Run 1, signal wires by layer:
Scale bar: 20 um. Only two layers are drawn.
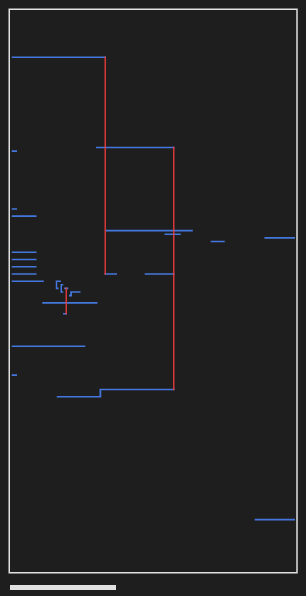
Run 1, routing congestion:
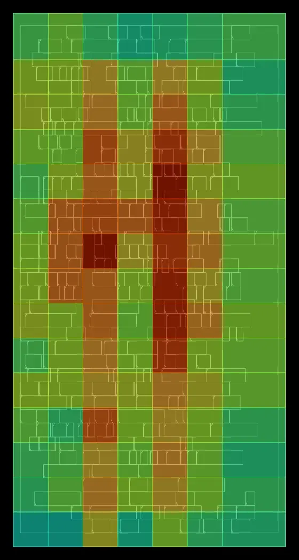
Run 1, logic cells by family:
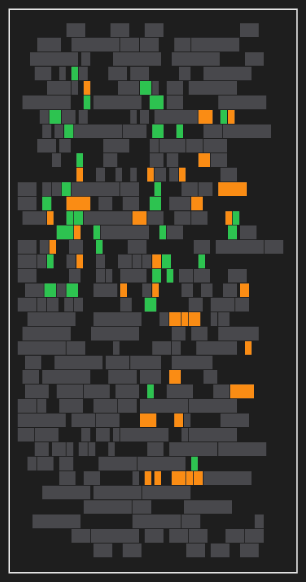
## src/rtl/delta_pkg.sv

```systemverilog
// Shared types and sizing helpers for the delta sequencers.
package delta_pkg;

    typedef enum logic [3:0] {
        IDLE, RD_MINUS, RD_PLUS, SUB, MUL, ADD, WRITE, INC, DONE
    } state_t;

    localparam int DEF_LOOPS_READ  = 3;
    localparam int DEF_LOOPS_SUB   = 10;
    localparam int DEF_LOOPS_MUL   = 10;
    localparam int DEF_LOOPS_ADD   = 10;
    localparam int DEF_LOOPS_WRITE = 2;

    // Terminal loop count; a LOOPS value of 0 behaves like 1.
    function automatic int lim_of(input int loops);
        return (loops < 1) ? 0 : loops - 1;
    endfunction

    // Counter width able to hold the largest terminal count.
    function automatic int cnt_w(input int a, input int b, input int c,
                                 input int d, input int e);
        int m;
        m = a;
        if (b > m) m = b;
        if (c > m) m = c;
        if (d > m) m = d;
        if (e > m) m = e;
        return (m <= 2) ? 1 : $clog2(m);
    endfunction

endpackage

```

## src/rtl/delta_loop_cnt.sv

```systemverilog
// Per-state loop counter: clears on every state change, counts up to the
// terminal value and holds there, flagging the last cycle of the state.
module delta_loop_cnt #(
    parameter int W = 4
) (
    input  logic         clk,
    input  logic         rst_n,
    input  logic         load,
    input  logic [W-1:0] limit,
    output logic         last
);

    logic [W-1:0] cnt;

    always_ff @(posedge clk or negedge rst_n) begin
        if (!rst_n)
            cnt <= '0;
        else if (load)
            cnt <= '0;
        else if (!last)
            cnt <= cnt + 1'b1;
    end

    assign last = (cnt == limit);

endmodule

```

## src/rtl/delta_nth_ctrl.sv

```systemverilog
// N-neighbour regression delta sequencer. Define DELTA_NTH_CTRL_CLAMP_EN to
// clamp neighbour frame addresses at the utterance edges (edge replication).
module delta_nth_ctrl
    import delta_pkg::*;
#(
    parameter int N_WIN       = 2,
    parameter int CEP_NUM     = 13,
    parameter int FRAME_NUM   = 98,
    parameter int LOOPS_READ  = DEF_LOOPS_READ,
    parameter int LOOPS_SUB   = DEF_LOOPS_SUB,
    parameter int LOOPS_MUL   = DEF_LOOPS_MUL,
    parameter int LOOPS_ADD   = DEF_LOOPS_ADD,
    parameter int LOOPS_WRITE = DEF_LOOPS_WRITE
) (
    input  logic                         clk,
    input  logic                         rst_n,
    input  logic                         start,
    input  logic [$clog2(N_WIN+1)-1:0]   cfg_win,
    output logic                         busy,
    output logic                         done,
    output logic [$clog2(N_WIN+1)-1:0]   k_idx,
    output logic                         sel_plus,
    output logic                         rd_en,
    output logic                         sub_en,
    output logic                         mul_en,
    output logic                         add_en,
    output logic                         acc_clr,
    output logic                         write_en,
    output logic                         sel_addr,
    output logic [$clog2(CEP_NUM)-1:0]   cep_idx,
    output logic [$clog2(FRAME_NUM)-1:0] frame_idx,
    output logic [$clog2(FRAME_NUM)-1:0] nb_frame_idx
);

    localparam int KW = $clog2(N_WIN+1);
    localparam int CW = $clog2(CEP_NUM);
    localparam int FW = $clog2(FRAME_NUM);
    localparam int LW = cnt_w(LOOPS_READ, LOOPS_SUB, LOOPS_MUL, LOOPS_ADD, LOOPS_WRITE);

    localparam logic [KW-1:0] WIN_MAX    = KW'(N_WIN);
    localparam logic [CW-1:0] CEP_LAST   = CW'(CEP_NUM - 1);
    localparam logic [FW-1:0] FRAME_LAST = FW'(FRAME_NUM - 1);

    state_t        state, state_n;
    logic [KW-1:0] win, win_n, k_n;
    logic [CW-1:0] cep_n;
    logic [FW-1:0] frame_n;
    logic [LW-1:0] limit;
    logic          last;

    function automatic logic [KW-1:0] sat_win(input logic [KW-1:0] w);
        if (w == '0)
            return KW'(1);
        if (w > WIN_MAX)
            return WIN_MAX;
        return w;
    endfunction

    // Widened signed arithmetic so frame-k below zero is seen before truncation.
    function automatic logic [FW-1:0] nb_addr(input logic [FW-1:0] f,
                                              input logic [KW-1:0] kk,
                                              input logic plus);
        logic signed [31:0] fs, ks, s;
        fs = $signed(32'(f));
        ks = $signed(32'(kk));
        s  = plus ? (fs + ks) : (fs - ks);
`ifdef DELTA_NTH_CTRL_CLAMP_EN
        if (s < 0)
            s = 0;
        else if (s > FRAME_NUM - 1)
            s = FRAME_NUM - 1;
`endif
        return FW'(s);
    endfunction

    always_comb begin
        limit = '0;
        case (state)
            RD_MINUS, RD_PLUS: limit = LW'(lim_of(LOOPS_READ));
            SUB:               limit = LW'(lim_of(LOOPS_SUB));
            MUL:               limit = LW'(lim_of(LOOPS_MUL));
            ADD:               limit = LW'(lim_of(LOOPS_ADD));
            WRITE:             limit = LW'(lim_of(LOOPS_WRITE));
            default:           limit = '0;
        endcase
    end

    delta_loop_cnt #(.W(LW)) u_loop_cnt (
        .clk   (clk),
        .rst_n (rst_n),
        .load  (state_n != state),
        .limit (limit),
        .last  (last)
    );

    always_comb begin
        state_n = state;
        win_n   = win;
        k_n     = k_idx;
        cep_n   = cep_idx;
        frame_n = frame_idx;
        case (state)
            IDLE: if (start) begin
                state_n = RD_MINUS;
                win_n   = sat_win(cfg_win);
                k_n     = KW'(1);
                cep_n   = '0;
                frame_n = '0;
            end
            RD_MINUS: if (last) state_n = RD_PLUS;
            RD_PLUS:  if (last) state_n = SUB;
            SUB:      if (last) state_n = MUL;
            MUL:      if (last) state_n = ADD;
            ADD: if (last) begin
                if (k_idx < win) begin
                    k_n     = k_idx + 1'b1;
                    state_n = RD_MINUS;
                end else begin
                    state_n = WRITE;
                end
            end
            WRITE: if (last)
                state_n = (cep_idx == CEP_LAST && frame_idx == FRAME_LAST) ? DONE : INC;
            INC: begin
                k_n     = KW'(1);
                state_n = RD_MINUS;
                if (cep_idx == CEP_LAST) begin
                    cep_n   = '0;
                    frame_n = frame_idx + 1'b1;
                end else begin
                    cep_n = cep_idx + 1'b1;
                end
            end
            DONE: begin
                state_n = IDLE;
                k_n     = '0;
                cep_n   = '0;
                frame_n = '0;
            end
            default: state_n = IDLE;
        endcase
    end

    // Outputs are decoded from the next state so they register alongside it.
    always_ff @(posedge clk or negedge rst_n) begin
        if (!rst_n) begin
            state        <= IDLE;
            win          <= '0;
            k_idx        <= '0;
            cep_idx      <= '0;
            frame_idx    <= '0;
            busy         <= 1'b0;
            done         <= 1'b0;
            sel_plus     <= 1'b0;
            rd_en        <= 1'b0;
            sub_en       <= 1'b0;
            mul_en       <= 1'b0;
            add_en       <= 1'b0;
            acc_clr      <= 1'b0;
            write_en     <= 1'b0;
            sel_addr     <= 1'b0;
            nb_frame_idx <= '0;
        end else begin
            state        <= state_n;
            win          <= win_n;
            k_idx        <= k_n;
            cep_idx      <= cep_n;
            frame_idx    <= frame_n;
            busy         <= !(state_n inside {IDLE, DONE});
            done         <= (state_n == DONE);
            sel_plus     <= (state_n == RD_PLUS);
            rd_en        <= (state_n inside {RD_MINUS, RD_PLUS});
            sub_en       <= (state_n == SUB);
            mul_en       <= (state_n == MUL);
            add_en       <= (state_n == ADD);
            acc_clr      <= (state_n == RD_MINUS) && (k_n == KW'(1));
            write_en     <= (state_n == WRITE);
            sel_addr     <= (state_n inside {ADD, WRITE});
            nb_frame_idx <= nb_addr(frame_n, k_n, state_n == RD_PLUS);
        end
    end

endmodule
```

## config.mk

```make
export PLATFORM = sky130hd
export DESIGN_NAME = delta_nth_ctrl
export DESIGN_NICKNAME = d
export VERILOG_FILES = /design/src/rtl/delta_pkg.sv /design/src/rtl/delta_loop_cnt.sv /design/src/rtl/delta_nth_ctrl.sv
export SDC_FILE = /design/constraint.sdc
export NUM_CORES = 1
export LEC_CHECK = 0
export ABC_CLOCK_PERIOD_IN_PS = 4800
export CAP_MARGIN = 5
export CORE_ASPECT_RATIO = 2
export CORE_UTILIZATION = 45
export DETAILED_ROUTE_END_ITERATION = 10
export PLACE_DENSITY = 0.68
export SYNTH_ARGS = -nofsm -noshare
export SYNTH_HDL_FRONTEND = slang
export SYNTH_SLANG_ARGS = --single-unit
export TNS_END_PERCENT = 5
```

## constraint.sdc

```tcl
create_clock -name clk -period 4.8 [get_ports clk]
set_input_delay 0.48 -clock clk [delete_from_list [all_inputs] [get_ports clk]]
set_output_delay 0.48 -clock clk [all_outputs]
set_load 0.01 [all_outputs]
```

==> results_dict.tcl, run 1 <==
# flow metrics
set metrics [dict create \
    clk_pin_slew_ps 80 \
    largestClassByArea "multi-input combinational cells" \
    startpoint_type "flop" \
    num_vias 1904 \
    htreeDepth 2 \
    cts_tree "done" \
    ff_count 40 \
    status "completed" \
    port_buffers 33 \
    adder_share 0.0805 \
    drc 0 \
    peakVddDrop_mv 0.274 \
    power.share.clock 0.411 \
    tightest_slew_ps 894 \
    core_util_floorplan 0.472 \
    synthTopLogicFamily "simple AND/OR/NAND/NOR gates" \
    overflow 0 \
    power_frac_comb 0.015 \
    wl_met2_um 3160 \
    cp-end-kind "flop" \
    setup_violations 0 \
    post_cts_buffers 0 \
    cp.arrival_ps 4270 \
    synth_cell_types 56 \
    area_leaders "dfrtp_1, ha_1, o21ai_0" \
    top_cell_area_share 0.413 \
    instances_no_fill 334 \
    place.detailed.hpwl_um 3990 \
    slew_headroom 0.404 \
    num-clock-buffers 6 \
    seqPwrFrac 0.574 \
    power_density_nw_per_um2 203 \
    place_ws_ps 721 \
    critical_path.cell_chain "nor3b_2 > o2111ai_2 > a31oi_4 > a31o_2 > o21ai_0 > a221o_1 > ha_1 > mux2_4 > fa_1 > inv_1 > a21oi_1 > o21bai_1 > a21o_1 > a21oi_1 > xor2_1 > xnor2_1" \
    antenna_found_initial 0 \
    buf_share 0.125 \
    async_flop_share 1.00 \
    wirelength_um 5350 \
    common_cells "dfrtp_1, o21ai_0, nor2_1" \
    hold_violations 0 \
    pin_count 35 \
    insertion_delay_ps 300 \
    grt_pass1_wl_um 8780 \
    core-area_um2 5140 \
    highest_layer "met4" \
    critical_path.most_common_cell "a21oi_1" \
    yosys.stat.seqShare 0.413 \
    timing.final.crit_share 0.852 \
    wl_per_cell_um 16.0 \
    die_width_um 53.9 \
    ys_sh_xor 0.0578 \
    p_int_mw 0.455 \
    place.gp.congestion 0.887 \
    drive_gt1_frac 0.116 \
    ant_nets 0 \
    layout_top_cell "dfrtp_1" \
    switching_power_mw 0.132 \
    aoi_share 0.176 \
    comb_area_um2 1300 \
    syn_avg_cell_area_um2 10.1 \
    critPathSlowestCell "dfrtp_1" \
    n_fill_cell 462 \
    swShare 0.225 \
    slew_viol_final 0 \
    ctsHoldBuffers 0 \
    grt_pass1_vias 1848 \
    layout_setup_ws_ps 709 \
    met3WireLength_um 156 \
    sh_comb_area 0.449 \
]
Notes on 'signal wires by layer' above:
Key: red = M4 [wire length 91.1 um]; blue = M3 [wire length 157 um]

Notes on 'routing congestion' above:
met1 Use GR: 0.217
gr busiest metal: met2

Notes on 'logic cells by family' above:
Key: orange = nor cells [cells 33, most used nor2_1]; green = nand cells [cells 32, most used nand2_1]

[run 1: final timing paths]
check,from,to,slack (ps),depth (start not counted)
setup / recovery,state[2]$_DFF_PN0_,nb_frame_idx[6]$_DFF_PN0_,710,16
hold / removal,rst_n,write_en$_DFF_PN0_,300,1
setup reg to reg,state[2]$_DFF_PN0_,nb_frame_idx[6]$_DFF_PN0_,710,16
hold reg to reg,win[1]$_DFFE_PN0P_,win[1]$_DFFE_PN0P_,510,1
max in group asynchronous,rst_n,cep_idx[0]$_DFFE_PN0P_,3940,1
min in group clk,win[1]$_DFFE_PN0P_,win[1]$_DFFE_PN0P_,510,1
[run 1: worst register-to-register path, cell delays in order (launching register included)]
cell       delay [ps]
dfrtp_1           560
nor3b_2           250
o2111ai_2         190
a31oi_4           270
a31o_2            310
o21ai_0           120
a221o_1           430
ha_1              310
mux2_4            280
fa_1              430
inv_1              70
a21oi_1            60
o21bai_1          190
a21o_1            150
a21oi_1            70
xor2_1            150
xnor2_1           130
[run 1: power by group through the flow]
stage / clock [mW] / sequential, mW / combinational (mW)
detailed placement: 0 / 0.343 / 0.00936
global route: 0.259 / 0.337 / 0.0103
finish: 0.241 / 0.337 / 0.00869
global placement: 0 / 0.343 / 0.00934
CTS: 0.246 / 0.337 / 0.00939
floorplan: 0 / 0.343 / 0.0000376
[run 1: stage by stage]
step,hold WS [ps],cell area (um2),util,power [mW]
CTS,339,2890,0.563,0.592
detailed placement,497,2790,0.544,0.353
global placement,487,2790,0.544,0.353
floorplan,184,2420,-,0.343
finish,300,2890,0.563,0.587
global route,377,2890,0.563,0.606
[run 1: flip-flops by register name (all words and copies together) (netlist names), 2 cells and up]
signal and cells:
win 2, nb_frame_idx 7, state 4, u_loop_cnt.cnt 4, cep_idx 4, frame_idx 7
k_idx 2
==> run 2: changes to the inputs <==
GPL_ROUTABILITY_DRIVEN = 0   (was not set)
==> run 2 against run 1 <==
Compared with the run above:
- final cell count unchanged
- sequential cell count unchanged
- non-clock buffer count unchanged
- sequential share of layout area unchanged
- die size unchanged
- core utilization unchanged
- clock skew unchanged
- synthesized cell count unchanged
- area after synthesis unchanged
- critical path type unchanged
- critical endpoint unchanged
- largest cell class unchanged
==> results_dict.tcl, run 2 <==
# flow metrics
set metrics [dict create \
    edf_count 0 \
    p_leak_nw 1.21 \
    clock_skew_ps 3.62 \
    num_vias 1904 \
    layout_setup_ws_ps 709 \
    root_buffer "clkbuf_8" \
    critPathSlowestCell "dfrtp_1" \
    place_ws_ps 721 \
    yosys.stat.seqShare 0.413 \
    slew_headroom 0.404 \
    port_buffers 33 \
    hold_violations 0 \
    place.detailed.hpwl_um 3990 \
    critical_path.most_common_cell "a21oi_1" \
    die_area_um2 5700 \
    criticalPathCategory "reg -> reg" \
    ys_cells 240 \
    cts_tree "done" \
    rows 37 \
    slowest_delay_ps 560 \
    postLayoutCellArea_um2 2890 \
    seq_area_um2 1000 \
    cts_resized 0 \
    simple_gate_area_frac 0.188 \
    cts_buffers 5 \
    grt_usage 0.213 \
    power_density_nw_per_um2 203 \
    nets 295 \
    grt_pass1_wl_um 8780 \
    syn-num-nets 260 \
    die_width_um 53.9 \
    ys_ff 40 \
    timing.final.crit_share 0.852 \
    overflow 0 \
    syn_avg_cell_area_um2 10.1 \
    cp-end-kind "flop" \
    synthTopLogicFamily "simple AND/OR/NAND/NOR gates" \
    synth_cell_types 56 \
    syn_to_final_growth_pct 19.3 \
    dpl-instance-area_um2 2790 \
    tightest_slew_ps 894 \
    peakVddDrop_mv 0.274 \
    critPathTopFamily "AND-OR/OR-AND gates" \
    tool_warnings 30 \
    die_h_um 106 \
    grt_max_degree 41 \
    top_cell_area_share 0.413 \
    post-route-min-period_ps 4090 \
    core_util_floorplan 0.472 \
    drc 0 \
    mux_share 0.0325 \
    clk_pin_slew_ps 80 \
    layout_top_cell "dfrtp_1" \
    startpoint_type "flop" \
    drv_cap 0 \
    antennaDiodeCount 0 \
    synth_top_cell_by_area "dfrtp_1" \
    drt_iter0_drc 69 \
    ctsHoldBuffers 0 \
    cp.arrival_ps 4270 \
    vias_per_cell 5.70 \
    async_flop_share 1.00 \
    pin_count 35 \
    aoi_share 0.176 \
    critPathRequiredTime_ps 4980 \
    comb_area_um2 1300 \
    reg_top3 "frame_idx x7, nb_frame_idx x7" \
    synth_top_cell_by_count "dfrtp_1" \
    syn_area_um2 2420 \
    crit_buf_inv 1 \
    synth-main-ff-cell "dfrtp_1" \
    ys_sh_xor 0.0578 \
    slew_viol_final 0 \
    cts.sinks 40 \
    n_fill_cell 462 \
    post_cts_buffers 0 \
    yosys_area_um2 2420 \
    clock_path_buffers 2 \
    wirelength_um 5350 \
    cp_max_fo 11 \
    insertion_delay_ps 300 \
    rsz0062_at_grt "no" \
    drive_gt1_frac 0.116 \
    antenna_found_initial 0 \
    yosys_warnings 0 \
    mostFrequentLayoutCells "dfrtp_1, clkdlybuf4s50_1, o21ai_0" \
    holdCritPathClass "in -> async" \
    synth_cells 240 \
    setup_violations 0 \
    grt_pass1_vias 1848 \
    status "completed" \
    max_freq_ghz 0.244 \
    common_cells "dfrtp_1, o21ai_0, nor2_1" \
    adder_share 0.0805 \
    firstDrtPassIters 4 \
    ant_nets 0 \
    htreeDepth 2 \
    p_total_mw 0.587 \
    area_leaders "dfrtp_1, ha_1, o21ai_0" \
    core-area_um2 5140 \
    setup_tns_ps 0 \
    critical_path.cell_chain "nor3b_2 > o2111ai_2 > a31oi_4 > a31o_2 > o21ai_0 > a221o_1 > ha_1 > mux2_4 > fa_1 > inv_1 > a21oi_1 > o21bai_1 > a21o_1 > a21oi_1 > xor2_1 > xnor2_1" \
    wl_per_cell_um 16.0 \
]
[run 2: cell counts after synthesis]
Identical to the previous run, type by type.
[run 2: cell type report]
class,instances,share of cell area
clock buffer,6,0.0286
clock inverter,2,0.00519
inverter,16,0.0208
multi-input combinational,174,0.449
sequential,40,0.346
tap,58,0.0251
timing repair buffer,38,0.125
[run 2: through the flow]
stage	std cells	hold WS, ps
finish	334	300
global route	334	377
CTS	334	339
detailed placement	326	497
global placement	326	487
floorplan	240	184
[run 2: path summary, 6_finish.rpt]
kind,end,startpoint,cells after the start,slack (ps)
max,nb_frame_idx[6]$_DFF_PN0_,state[2]$_DFF_PN0_,16,710
max reg2reg,nb_frame_idx[6]$_DFF_PN0_,state[2]$_DFF_PN0_,16,710
min in group clk,win[1]$_DFFE_PN0P_,win[1]$_DFFE_PN0P_,1,510
max in group asynchronous,cep_idx[0]$_DFFE_PN0P_,rst_n,1,3940
min reg2reg,win[1]$_DFFE_PN0P_,win[1]$_DFFE_PN0P_,1,510
min,write_en$_DFF_PN0_,rst_n,1,300
[run 2: cells by family (layout without fill, tap and decap cells)]
family	after synthesis	after routing
multiplexers	6	6
AND/OR/NAND/NOR	79	79
buffers and inverters	26	62
AND-OR/OR-AND	58	58
flip-flops	40	40
XOR/XNOR	16	16
adder cells (fa/ha/maj)	15	15
[run 2: per-layer routing]
layer,global-route usage,vias to the layer above,wire length [um]
met3,0.0418,7,156
met4,0.0733,0,91
li1,-,922,-
met1,0.217,941,1940
met5,0,-,0
met2,0.396,34,3160
[run 2: report_power, final]
part           switching, mW  internal (mW)
Clock                  0.125          0.116
Sequential                 0          0.337
Combinational        0.00693        0.00176
Total                  0.132          0.455
Run 2, signal wires by layer:
Scale bar: 20 um. Only two layers are drawn.
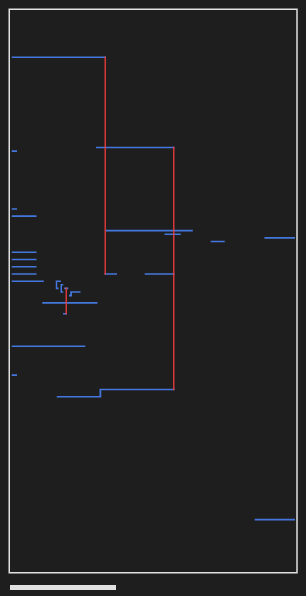
Key: red = M4 [wire length 91.1 um]; blue = M3 [wire length 157 um]

Run 2, register map, names as in the netlist:
Scale bar: 20 um.
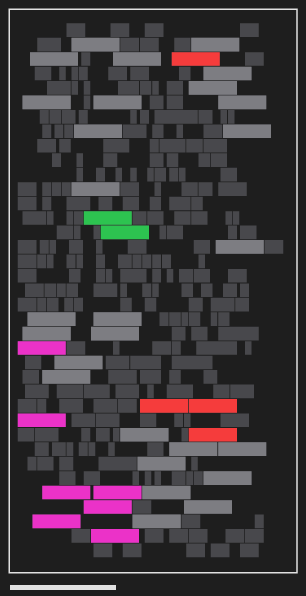
Key: green = k_idx [placed flops 2]; magenta = nb_frame_idx [placed flops 7, where bottom left]; red = state [placed flops 4]

Run 2, routing congestion:
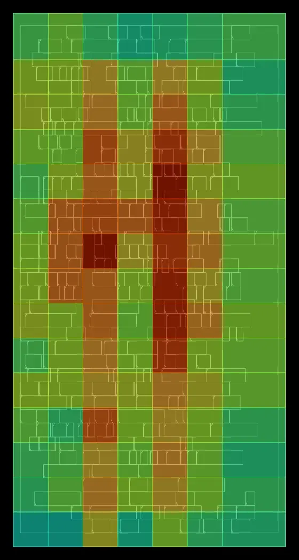
fin util: 0.563
M3 GR Usage: 0.0418
GR Util met2: 0.396

No activity file was given, so power comes from the tool's default toggle rates.
